===== config.mk =====
export PLATFORM = sky130hd
export DESIGN_NAME = sm3_cmprss_core
export DESIGN_NICKNAME = d
export VERILOG_FILES = /design/src/rtl/sm3_cmprss_core.sv
export SDC_FILE = /design/constraint.sdc
export NUM_CORES = 2
export LEC_CHECK = 0
export CORE_ASPECT_RATIO = 0.5
export CORE_MARGIN = 4
export CORE_UTILIZATION = 45
export CTS_CLUSTER_SIZE = 8
export DETAILED_ROUTE_END_ITERATION = 10
export PLACE_DENSITY = 0.63
export SYNTH_ARGS = -nofsm -noshare
export SYNTH_HDL_FRONTEND = slang
export SYNTH_SLANG_ARGS = --single-unit

===== constraint.sdc =====
create_clock -name clk -period 10.5 [get_ports clk]
set_input_delay 3.15 -clock clk [delete_from_list [all_inputs] [get_ports clk]]
set_output_delay 3.15 -clock clk [all_outputs]
set_load 0.005 [all_outputs]

===== src/rtl/sm3_cmprss_core.sv =====
// SM3 compression core: one round per accepted (W_j, W'_j) transfer, 64 rounds per
// block, V chained across blocks, 256-bit digest presented with a one-cycle pulse.
module sm3_cmprss_core (
   input  logic         clk,
   input  logic         rst,
   input  logic [31:0]  cmprss_inpt_wj,
   input  logic [31:0]  cmprss_inpt_wjj,
   input  logic         cmprss_inpt_vld,
   input  logic         cmprss_inpt_lst,
   output logic         cmprss_inpt_rdy,
   output logic [255:0] cmprss_otpt_res,
   output logic         cmprss_otpt_vld
);

   typedef enum logic [1:0] {S_IDLE, S_RND, S_UPD, S_DONE} state_t;

   localparam logic [255:0] IV = 256'h7380166f_4914b2b9_172442d7_da8a0600_a96f30bc_163138aa_e38dee4d_b0fb0e4e;
   localparam logic [31:0]  TJ_LO = 32'h79cc4519;
   localparam logic [31:0]  TJ_HI = 32'h7a879d8a;

   function automatic logic [31:0] rotl(input logic [31:0] x, input logic [4:0] n);
      logic [63:0] t;
      t = {x, x} << n;
      return t[63:32];
   endfunction

   function automatic logic [31:0] p0(input logic [31:0] x);
      return x ^ rotl(x, 5'd9) ^ rotl(x, 5'd17);
   endfunction

   state_t               state_q, state_d;
   // Word 7 is V0 / A, word 0 is V7 / H, so v_q is already the {V0..V7} digest layout.
   logic [7:0][31:0]     v_q, v_d;
   logic [7:0][31:0]     wrk_q, wrk_d;
   logic [5:0]           rnd_q, rnd_d;
   logic                 lst_q, lst_d;
   logic [255:0]         res_q, res_d;
   logic                 ovld_q, ovld_d;

   logic [31:0]          a, b, c, d, e, f, g, h;
   logic                 early;
   logic [31:0]          tj, a12, ss1, ss2, ff, gg, tt1, tt2;
   logic [7:0][31:0]     rnd_wrk;
   logic [7:0][31:0]     upd_v;
   logic                 xfer;

   assign cmprss_inpt_rdy = (state_q == S_IDLE) || (state_q == S_RND);
   assign cmprss_otpt_res = res_q;
   assign cmprss_otpt_vld = ovld_q;
   assign xfer            = cmprss_inpt_vld & cmprss_inpt_rdy;

   // Round datapath
   always_comb begin
      a     = wrk_q[7];
      b     = wrk_q[6];
      c     = wrk_q[5];
      d     = wrk_q[4];
      e     = wrk_q[3];
      f     = wrk_q[2];
      g     = wrk_q[1];
      h     = wrk_q[0];
      early = (rnd_q[5:4] == 2'b00);
      tj    = early ? TJ_LO : TJ_HI;
      a12   = rotl(a, 5'd12);
      ss1   = rotl(a12 + e + rotl(tj, rnd_q[4:0]), 5'd7);
      ss2   = ss1 ^ a12;
      ff    = early ? (a ^ b ^ c) : ((a & b) | (a & c) | (b & c));
      gg    = early ? (e ^ f ^ g) : ((e & f) | (~e & g));
      tt1   = ff + d + ss2 + cmprss_inpt_wjj;
      tt2   = gg + h + ss1 + cmprss_inpt_wj;
      rnd_wrk = {tt1, a, rotl(b, 5'd9), c, p0(tt2), e, rotl(f, 5'd19), g};
      upd_v   = v_q ^ wrk_q;
   end

   // Control and next-state
   always_comb begin
      state_d = state_q;
      v_d     = v_q;
      wrk_d   = wrk_q;
      rnd_d   = rnd_q;
      lst_d   = lst_q;
      res_d   = res_q;
      ovld_d  = 1'b0;
      case (state_q)
         S_IDLE, S_RND: begin
            if (xfer) begin
               wrk_d   = rnd_wrk;
               rnd_d   = rnd_q + 6'd1;
               state_d = S_RND;
               if (rnd_q == 6'd63) begin
                  lst_d   = cmprss_inpt_lst;
                  state_d = S_UPD;
               end
            end
         end
         S_UPD: begin
            v_d   = upd_v;
            wrk_d = upd_v;
            if (lst_q) begin
               state_d = S_DONE;
               res_d   = upd_v;
               ovld_d  = 1'b1;
            end else begin
               state_d = S_RND;
            end
         end
         S_DONE: begin
            v_d     = IV;
            wrk_d   = IV;
            rnd_d   = 6'd0;
            lst_d   = 1'b0;
            state_d = S_IDLE;
         end
         default: begin
            state_d = S_IDLE;
         end
      endcase
   end

   always_ff @(posedge clk) begin
      if (rst) begin
         state_q <= S_IDLE;
         v_q     <= IV;
         wrk_q   <= IV;
         rnd_q   <= 6'd0;
         lst_q   <= 1'b0;
         res_q   <= '0;
         ovld_q  <= 1'b0;
      end else begin
         state_q <= state_d;
         v_q     <= v_d;
         wrk_q   <= wrk_d;
         rnd_q   <= rnd_d;
         lst_q   <= lst_d;
         res_q   <= res_d;
         ovld_q  <= ovld_d;
      end
   end

endmodule


==> impl_results.rst <==
Physical design figures
=======================

.. list-table::
   :header-rows: 1

   * - Metric
     - Value
   * - Status
     - completed
   * - Mean post-synth cell area
     - 8.23 µm²
   * - Share of async-settable or async-resettable flops after synthesis
     - 0%
   * - Cell depth of the worst min-delay path
     - 2
   * - Max_slew headroom
     - 10.0%
   * - Post-placement worst setup slack
     - 706 ps
   * - Area-dominant class
     - multi-input combinational cells
   * - Number of synthesized register bits
     - 778
   * - Placed Instance Area
     - 0.0523 mm²
   * - Top cell area share
     - 32.3%
   * - Clock buffers
     - 110
   * - Post-detailed-routing wire length
     - 180000 µm
   * - Sum of met3 wire segment lengths after detailed routing
     - 10700 µm
   * - Gate count after technology mapping
     - 5852
   * - Post-Syn Area
     - 0.0482 mm²
   * - Clock-pin slew of the registers on the worst-case setup and hold paths
     - 60 ps
   * - Share of the final layout cell area in sequential cells
     - 28.2%
   * - Insertion delay at the late pin of the worst-skew pair
     - 730 ps
   * - Vias per cell
     - 5.84
   * - Share of final-layout standard cells stronger than drive strength 1
     - 6.43%
   * - Final estimated routing congestion in global placement
     - 0.940
   * - Period utilization
     - 93.3%
   * - GR Layer Usage met1
     - 42.7%
   * - Final setup vio count
     - 0
   * - Slowest stage delay, CP
     - 590 ps
   * - Top Ports
     - 326
   * - Number of inserted filler cells in the final layout
     - 9996
   * - Count of unresolved DRC violations after routing
     - 0
   * - Category of cells accounting for the largest share of critical-path delay
     - AND-OR/OR-AND gates
   * - Met2 global-route usage
     - 49.3%
   * - Number of non-clock buffers in the layout
     - 426
   * - Number of sinks on the clock net
     - 778
   * - Startpoint of the worst setup timing path
     - rnd_q[5]
   * - Met3 capacity usage during global routing
     - 4.21%
   * - Min Tclk post-route
     - 9800 ps
   * - Capturing element of the worst setup path
     - a[31]
   * - Global-route wire length before repair
     - 264000 µm
   * - Slowest-stage cell, CP
     - sky130_fd_sc_hd__a2111oi_1
   * - Number of input and output port buffers inserted
     - 325
   * - Multi-input combinational area share
     - 54.1%
   * - Core ar.
     - 0.106 mm²
   * - Buffer share of cell area
     - 7.40%
   * - Slew @ Worst Pin
     - 1340 ps
   * - Final clock skew
     - 40.9 ps
   * - Violation count after the first detailed-route iteration
     - 3818
   * - Synthesized chip area reported by yosys
     - 0.0482 mm²
   * - Worst min-delay path endpoint
     - cmprss_otpt_res[43]
   * - Highest-utilization routing layer at the global route stage
     - met2
   * - CTS H-tree lvls
     - 3
   * - Well Taps
     - 1419
   * - Category of the most critical setup path
     - reg -> reg
   * - Critical Path RT
     - 11140 ps
   * - Most numerous logic cell after layout
     - sky130_fd_sc_hd__dfxtp_1
   * - Levels on crit path
     - 37
   * - Count of sequential standard cells
     - 778
[synthesized netlist by cell type (all sizes together), types with 167 or more instances]
master,number
a21oi,491
clkbuf,412
dfxtp,778
fa,188
inv,276
mux2i,167
nand2,402
nand2b,338
nor2,718
o21ai,246
o22ai,179
xnor2,250
xor2,186
[kinds of logic after synthesis]
kind of cell             count (synthesis)  share of synthesized area, %
AND-OR/OR-AND                         1507                          19.8
AND/OR/NAND/NOR                       1858                          18.1
multiplexers                           252                          5.46
flip-flops                             778                          32.3
buffers and inverters                  730                          5.85
adder cells (fa/ha/maj)                288                          10.4
XOR/XNOR                               439                          8.08
Fig. 1: sequential cells grouped by signal name
The bar under the picture is 100 µm long. Other sequential cells in the stronger gray, the rest of the logic in the fainter gray.
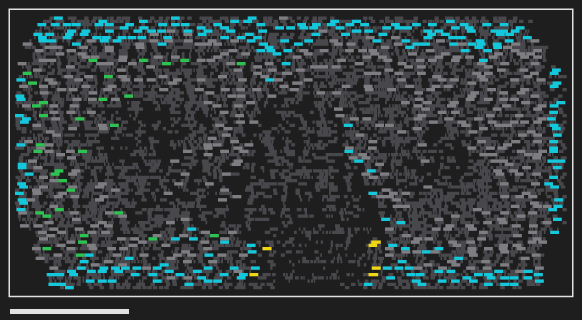
yellow -> `rnd_q`  # sequential cells 6
cyan -> `cmprss_otpt_res`  # sequential cells 256, where widely spread
green -> `f`  # sequential cells 32, where a vertical strip on the left

Fig. 2: routed metal, one color a layer
The bar under the picture is 100 µm long. Two of the layers only.
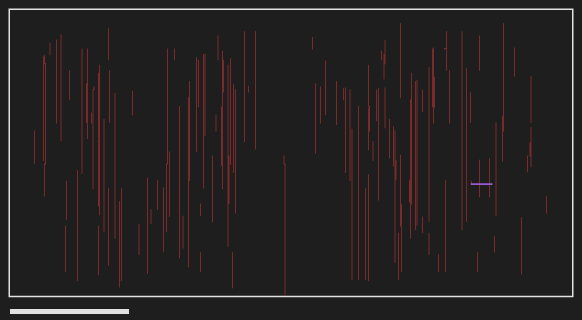
red -> metal 4  # wire length 7220 µm
purple -> metal 5  # wire length 16.6 µm

Fig. 3: placed cells, one color a class
The bar under the picture is 100 µm long.
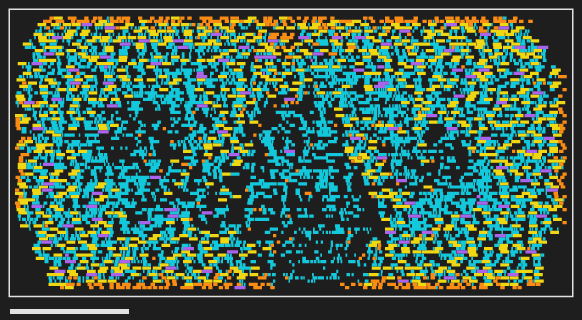
purple -> clock drivers and dummy loads  # cells 117, share of their area 5.3%
yellow -> sequential cells  # cells 778, share of their area 29%
orange -> remaining buffers and delay cells  # cells 426, share of their area 7.6%
cyan -> combinational and other logic  # cells 4621, share of their area 58%

